Figure 1. Sequential cells grouped by signal name.
Other sequential cells in the stronger grey, the rest of the logic in the fainter grey.
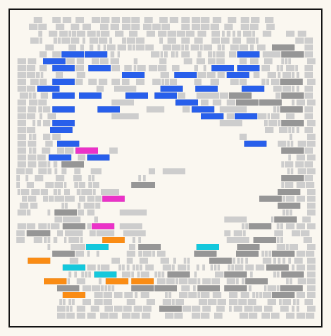
Figure 2. Ports around the boundary.
Pins as bars across the die edge, other pins in grey.
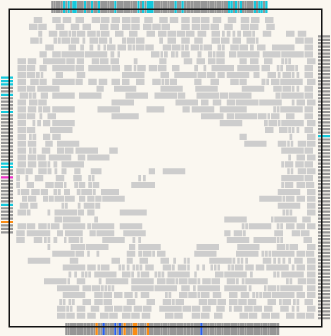
$ cat src/rtl/cdbus_mm_master.sv
// Avalon-MM initiator for the cdbus controller csr/rx_mm/tx_mm ports.
// Runs one command at a time: a single-beat read or write, then exactly one response.
module cdbus_mm_master #(
  parameter int unsigned READ_LATENCY = 1
) (
  input  logic        clk,
  input  logic        reset_n,
  input  logic        cmd_valid,
  output logic        cmd_ready,
  input  logic [1:0]  cmd_target,
  input  logic        cmd_write,
  input  logic [5:0]  cmd_addr,
  input  logic [3:0]  cmd_byteenable,
  input  logic [31:0] cmd_wdata,
  output logic        rsp_valid,
  input  logic        rsp_ready,
  output logic [31:0] rsp_data,
  output logic        rsp_write,
  output logic        rsp_err,
  output logic [3:0]  csr_address,
  output logic        csr_read,
  output logic        csr_write,
  output logic [3:0]  csr_byteenable,
  output logic [31:0] csr_writedata,
  input  logic [31:0] csr_readdata,
  output logic [5:0]  rx_mm_address,
  output logic        rx_mm_read,
  output logic        rx_mm_write,
  output logic [3:0]  rx_mm_byteenable,
  output logic [31:0] rx_mm_writedata,
  input  logic [31:0] rx_mm_readdata,
  output logic [5:0]  tx_mm_address,
  output logic        tx_mm_read,
  output logic        tx_mm_write,
  output logic [3:0]  tx_mm_byteenable,
  output logic [31:0] tx_mm_writedata,
  input  logic [31:0] tx_mm_readdata,
  input  logic        irq,
  output logic        irq_sync,
  output logic        irq_rise
);

  typedef enum logic [1:0] {S_IDLE, S_ISSUE, S_WAIT, S_RESP} state_e;

  localparam logic [2:0] CNT_LOAD = 3'(READ_LATENCY - 1);

  state_e      state_q, state_d;
  logic [2:0]  cnt_q, cnt_d;
  logic [1:0]  tgt_q, tgt_d;
  logic        wr_q, wr_d;
  logic [5:0]  addr_q, addr_d;
  logic [3:0]  be_q, be_d;
  logic [31:0] wdata_q, wdata_d;
  logic [31:0] rdata_q, rdata_d;
  logic        err_q, err_d;
  logic        cmd_ready_q, cmd_ready_d;
  logic        irq_meta_q, irq_sync_q, irq_sync_dly_q;
  logic        illegal;

  assign illegal = (cmd_target == 2'd3) || ((cmd_target == 2'd0) && (cmd_addr[5:4] != 2'b00));

  always_ff @(posedge clk or negedge reset_n) begin
    if (!reset_n) begin
      state_q     <= S_IDLE;
      cnt_q       <= '0;
      tgt_q       <= '0;
      wr_q        <= 1'b0;
      addr_q      <= '0;
      be_q        <= '0;
      wdata_q     <= '0;
      rdata_q     <= '0;
      err_q       <= 1'b0;
      cmd_ready_q <= 1'b0;
    end else begin
      state_q     <= state_d;
      cnt_q       <= cnt_d;
      tgt_q       <= tgt_d;
      wr_q        <= wr_d;
      addr_q      <= addr_d;
      be_q        <= be_d;
      wdata_q     <= wdata_d;
      rdata_q     <= rdata_d;
      err_q       <= err_d;
      cmd_ready_q <= cmd_ready_d;
    end
  end

  always_comb begin
    state_d     = state_q;
    cnt_d       = cnt_q;
    tgt_d       = tgt_q;
    wr_d        = wr_q;
    addr_d      = addr_q;
    be_d        = be_q;
    wdata_d     = wdata_q;
    rdata_d     = rdata_q;
    err_d       = err_q;
    csr_read    = 1'b0;
    csr_write   = 1'b0;
    rx_mm_read  = 1'b0;
    rx_mm_write = 1'b0;
    tx_mm_read  = 1'b0;
    tx_mm_write = 1'b0;
    unique case (state_q)
      S_IDLE: begin
        if (cmd_valid && cmd_ready_q) begin
          tgt_d   = cmd_target;
          wr_d    = cmd_write;
          addr_d  = cmd_addr;
          be_d    = cmd_byteenable;
          wdata_d = cmd_wdata;
          rdata_d = '0;
          err_d   = illegal;
          state_d = illegal ? S_RESP : S_ISSUE;
        end
      end
      S_ISSUE: begin
        csr_read    = (tgt_q == 2'd0) && !wr_q;
        csr_write   = (tgt_q == 2'd0) &&  wr_q;
        rx_mm_read  = (tgt_q == 2'd1) && !wr_q;
        rx_mm_write = (tgt_q == 2'd1) &&  wr_q;
        tx_mm_read  = (tgt_q == 2'd2) && !wr_q;
        tx_mm_write = (tgt_q == 2'd2) &&  wr_q;
        if (wr_q) begin
          state_d = S_RESP;
        end else begin
          cnt_d   = CNT_LOAD;
          state_d = S_WAIT;
        end
      end
      S_WAIT: begin
        // Counter hits zero in cycle T+READ_LATENCY, when slave readdata is valid.
        if (cnt_q == 3'd0) begin
          unique case (tgt_q)
            2'd0:    rdata_d = csr_readdata;
            2'd1:    rdata_d = rx_mm_readdata;
            default: rdata_d = tx_mm_readdata;
          endcase
          state_d = S_RESP;
        end else begin
          cnt_d = cnt_q - 3'd1;
        end
      end
      S_RESP: begin
        if (rsp_ready) state_d = S_IDLE;
      end
      default: state_d = S_IDLE;
    endcase
    // Registered ready keeps it low during reset and for the first cycle after.
    cmd_ready_d = (state_d == S_IDLE);
  end

  assign cmd_ready        = cmd_ready_q;
  assign rsp_valid        = (state_q == S_RESP);
  assign rsp_data         = rdata_q;
  assign rsp_write        = wr_q;
  assign rsp_err          = err_q;

  assign csr_address      = addr_q[3:0];
  assign csr_byteenable   = be_q;
  assign csr_writedata    = wdata_q;
  assign rx_mm_address    = addr_q;
  assign rx_mm_byteenable = be_q;
  assign rx_mm_writedata  = wdata_q;
  assign tx_mm_address    = addr_q;
  assign tx_mm_byteenable = be_q;
  assign tx_mm_writedata  = wdata_q;

  always_ff @(posedge clk or negedge reset_n) begin
    if (!reset_n) begin
      irq_meta_q     <= 1'b0;
      irq_sync_q     <= 1'b0;
      irq_sync_dly_q <= 1'b0;
    end else begin
      irq_meta_q     <= irq;
      irq_sync_q     <= irq_meta_q;
      irq_sync_dly_q <= irq_sync_q;
    end
  end

  assign irq_sync = irq_sync_q;
  assign irq_rise = irq_sync_q & ~irq_sync_dly_q;

endmodule

$ cat config.mk
export PLATFORM = sky130hd
export DESIGN_NAME = cdbus_mm_master
export DESIGN_NICKNAME = d
export VERILOG_FILES = /design/src/rtl/cdbus_mm_master.sv
export SDC_FILE = /design/constraint.sdc
export NUM_CORES = 1
export LEC_CHECK = 0
export ABC_CLOCK_PERIOD_IN_PS = 1900
export CORE_AREA = 2 2 121 123
export DETAILED_ROUTE_END_ITERATION = 6
export DIE_AREA = 0 0 123 125
export GPL_ROUTABILITY_DRIVEN = 0
export PLACE_DENSITY = 0.85
export SLEW_MARGIN = 20
export SYNTH_ARGS = -nofsm -noshare
export SYNTH_HDL_FRONTEND = slang
export SYNTH_SLANG_ARGS = --single-unit
$ cat constraint.sdc
create_clock -name clk -period 1.9 [get_ports clk]
set_input_delay 0.285 -clock clk [delete_from_list [all_inputs] [get_ports clk]]
set_output_delay 0.285 -clock clk [all_outputs]
set_load 0.005 [all_outputs]
==> commit_impl_results.txt <==
Store results of the implementation flow

* Met1 usage: 21.1%
* Setup violations, final: 0
- Crit path arrival time: 1.55 ns
- Ranked by total area, the top cell class in this layout is non-clock buffers.
- On the critical path, the stage with the largest delay is an instance of sky130_fd_sc_hd__clkdlybuf4s50_1.
- Wire length of the first global-routing pass: 21.1 mm
- Setup repair after global routing left no endpoint under its margin.
- Pwr Density: 1460 nW/um^2
- Sequential share of power: 30.0%
- Final-layout clock-cell area share: 4.17%
- For the worst setup path, the data required time is 1.62 ns.
- Tap cells: 184
- Worst Reg-to-Reg Cells: 5
- Once the floorplan was initialized, standard cells occupied 33.1% of the core.
- Final Hold Slack: -0.0118 ns
* Routing usage on met3: 4.01%
- The flow ran to the end, but the final reports show violations.
- Static leakage power: 3.37 nW
- Tot GR Track Use: 17.5%
- The first routing iteration left 160 violations.
- The clock arrives with 0.00938 ns of skew.
* Share of the synthesized area in the top cell type: 46.3%
- Utilization after layout: 54.5%
* Violated checks: hold timing
* Chip Footprint: 15400 sq um
- Total number of vias: 4182
* Number of CTS-inserted buffers: 9
- Non-clock buffers, area share: 42.3%
- Count of inverters other than clock inverters in the layout: 5
* Detail Placement HPWL: 10.6 mm
- Cell total in the yosys stat output: 509
* Cells along the critical path: buf_4 > and2_1 > clkdlybuf4s50_1
- Endpoints failing hold: 6
- Total number of clock tree sinks: 87
- Worst-path fanout max: 11
- The detail route stage leaves a number of antenna-violating nets equal to 0.
* Post-detailed-route DRC marker count: 0
- The most used flip-flop cell after synthesis is sky130_fd_sc_hd__dfrtp_1.
- Count of H-tree levels built during CTS: 3
- Post-synth area hogs: sky130_fd_sc_hd__dfrtp_1, sky130_fd_sc_hd__buf_4, sky130_fd_sc_hd__nand2_1
- CTS Hold Buffers Added: 0
- After synthesis, the most frequently instantiated cells are sky130_fd_sc_hd__nand2_1, sky130_fd_sc_hd__buf_4, sky130_fd_sc_hd__dfrtp_1.
- Class of the tightest hold or removal check: in -> async
- Buffers placed on the I/O ports in this run total 313.
- Floorplan die height: 125 microns
* Slew at the pin closest to its max-slew limit: 0.475 ns
About Figure 1:
- cnt_q: magenta (sequential cells 3)
- csr_byteenable: cyan (sequential cells 4)
- rsp_data: blue (sequential cells 32)
- rx_mm_address: orange (sequential cells 6; where south-west)

About Figure 2:
- tx_mm_byteenable: blue (pins 4; direction output; edge south)
- csr_readdata: cyan (pins 32; direction input; edge 23 north, 8 west, 1 east)
- csr_read: magenta (pins 1; direction output; edge west)
- rx_mm_address: orange (pins 6; direction output; edge 5 south, 1 west)
- all pins by edge: 93 north, 92 south, 83 east, 46 west

-- registers in the layout, summed over array words and instances (netlist names) --
name	cells
cmd_ready	1
rx_mm_address	6
state_q	2
irq_sync	1
rsp_err	1
tgt_q	2
rsp_data	32
irq_sync_dly_q	1
csr_byteenable	4
rsp_write	1
irq_meta_q	1
cnt_q	3
csr_writedata	32
-- final timing paths --
| path | slack [ns] | endpoint | start |
|---|---|---|---|
| hold reg to reg | 0.35 | irq_sync$_DFF_PN0_ | irq_meta_q$_DFF_PN0_ |
| setup reg to reg | 0.18 | rsp_data[30]$_DFFE_PN0P_ | state_q[1]$_DFF_PN0_ |
| max in group asynchronous | 1.51 | tgt_q[1]$_DFFE_PN0P_ | reset_n |
| hold / removal | -0.01 | rsp_data[23]$_DFFE_PN0P_ | reset_n |
| min in group clk | 0.35 | irq_sync$_DFF_PN0_ | irq_meta_q$_DFF_PN0_ |
| setup / recovery | 0.07 | rsp_valid | state_q[0]$_DFF_PN0_ |
-- metrics by stage --
| stage | instances | hold slack, ns |
|---|---|---|
| global route | 918 | 0.0171 |
| floorplan | 509 | -0.0106 |
| finish | 918 | -0.0118 |
| CTS | 918 | 0.00805 |
| global placement | 903 | 0.332 |
| detailed placement | 903 | 0.344 |
-- power by group through the flow --
stage          Combinational (mW)  Clock (mW)  Sequential, mW
3_5_place_dp                 5.97           0            3.42
3_3_place_gp                 5.84           0            3.38
5_1_grt                      6.49        2.06            3.51
2_1_floorplan                3.18           0            3.32
6_report                     5.96        1.94            3.39
4_1_cts                      6.03        1.99            3.40
-- logic make-up after synthesis --
group           synth area share (%)
mux                             7.03
flops                           46.3
fa+ha+maj                      0.532
compound gates                  11.7
buf+inv                         17.8
simple gates                    16.7
-- timing repair --
item,CTS,global route
buffers inserted,2,0
resized,12,5
endpoints found under the setup margin,6,2
No activity file was given, so power comes from the tool's default toggle rates.
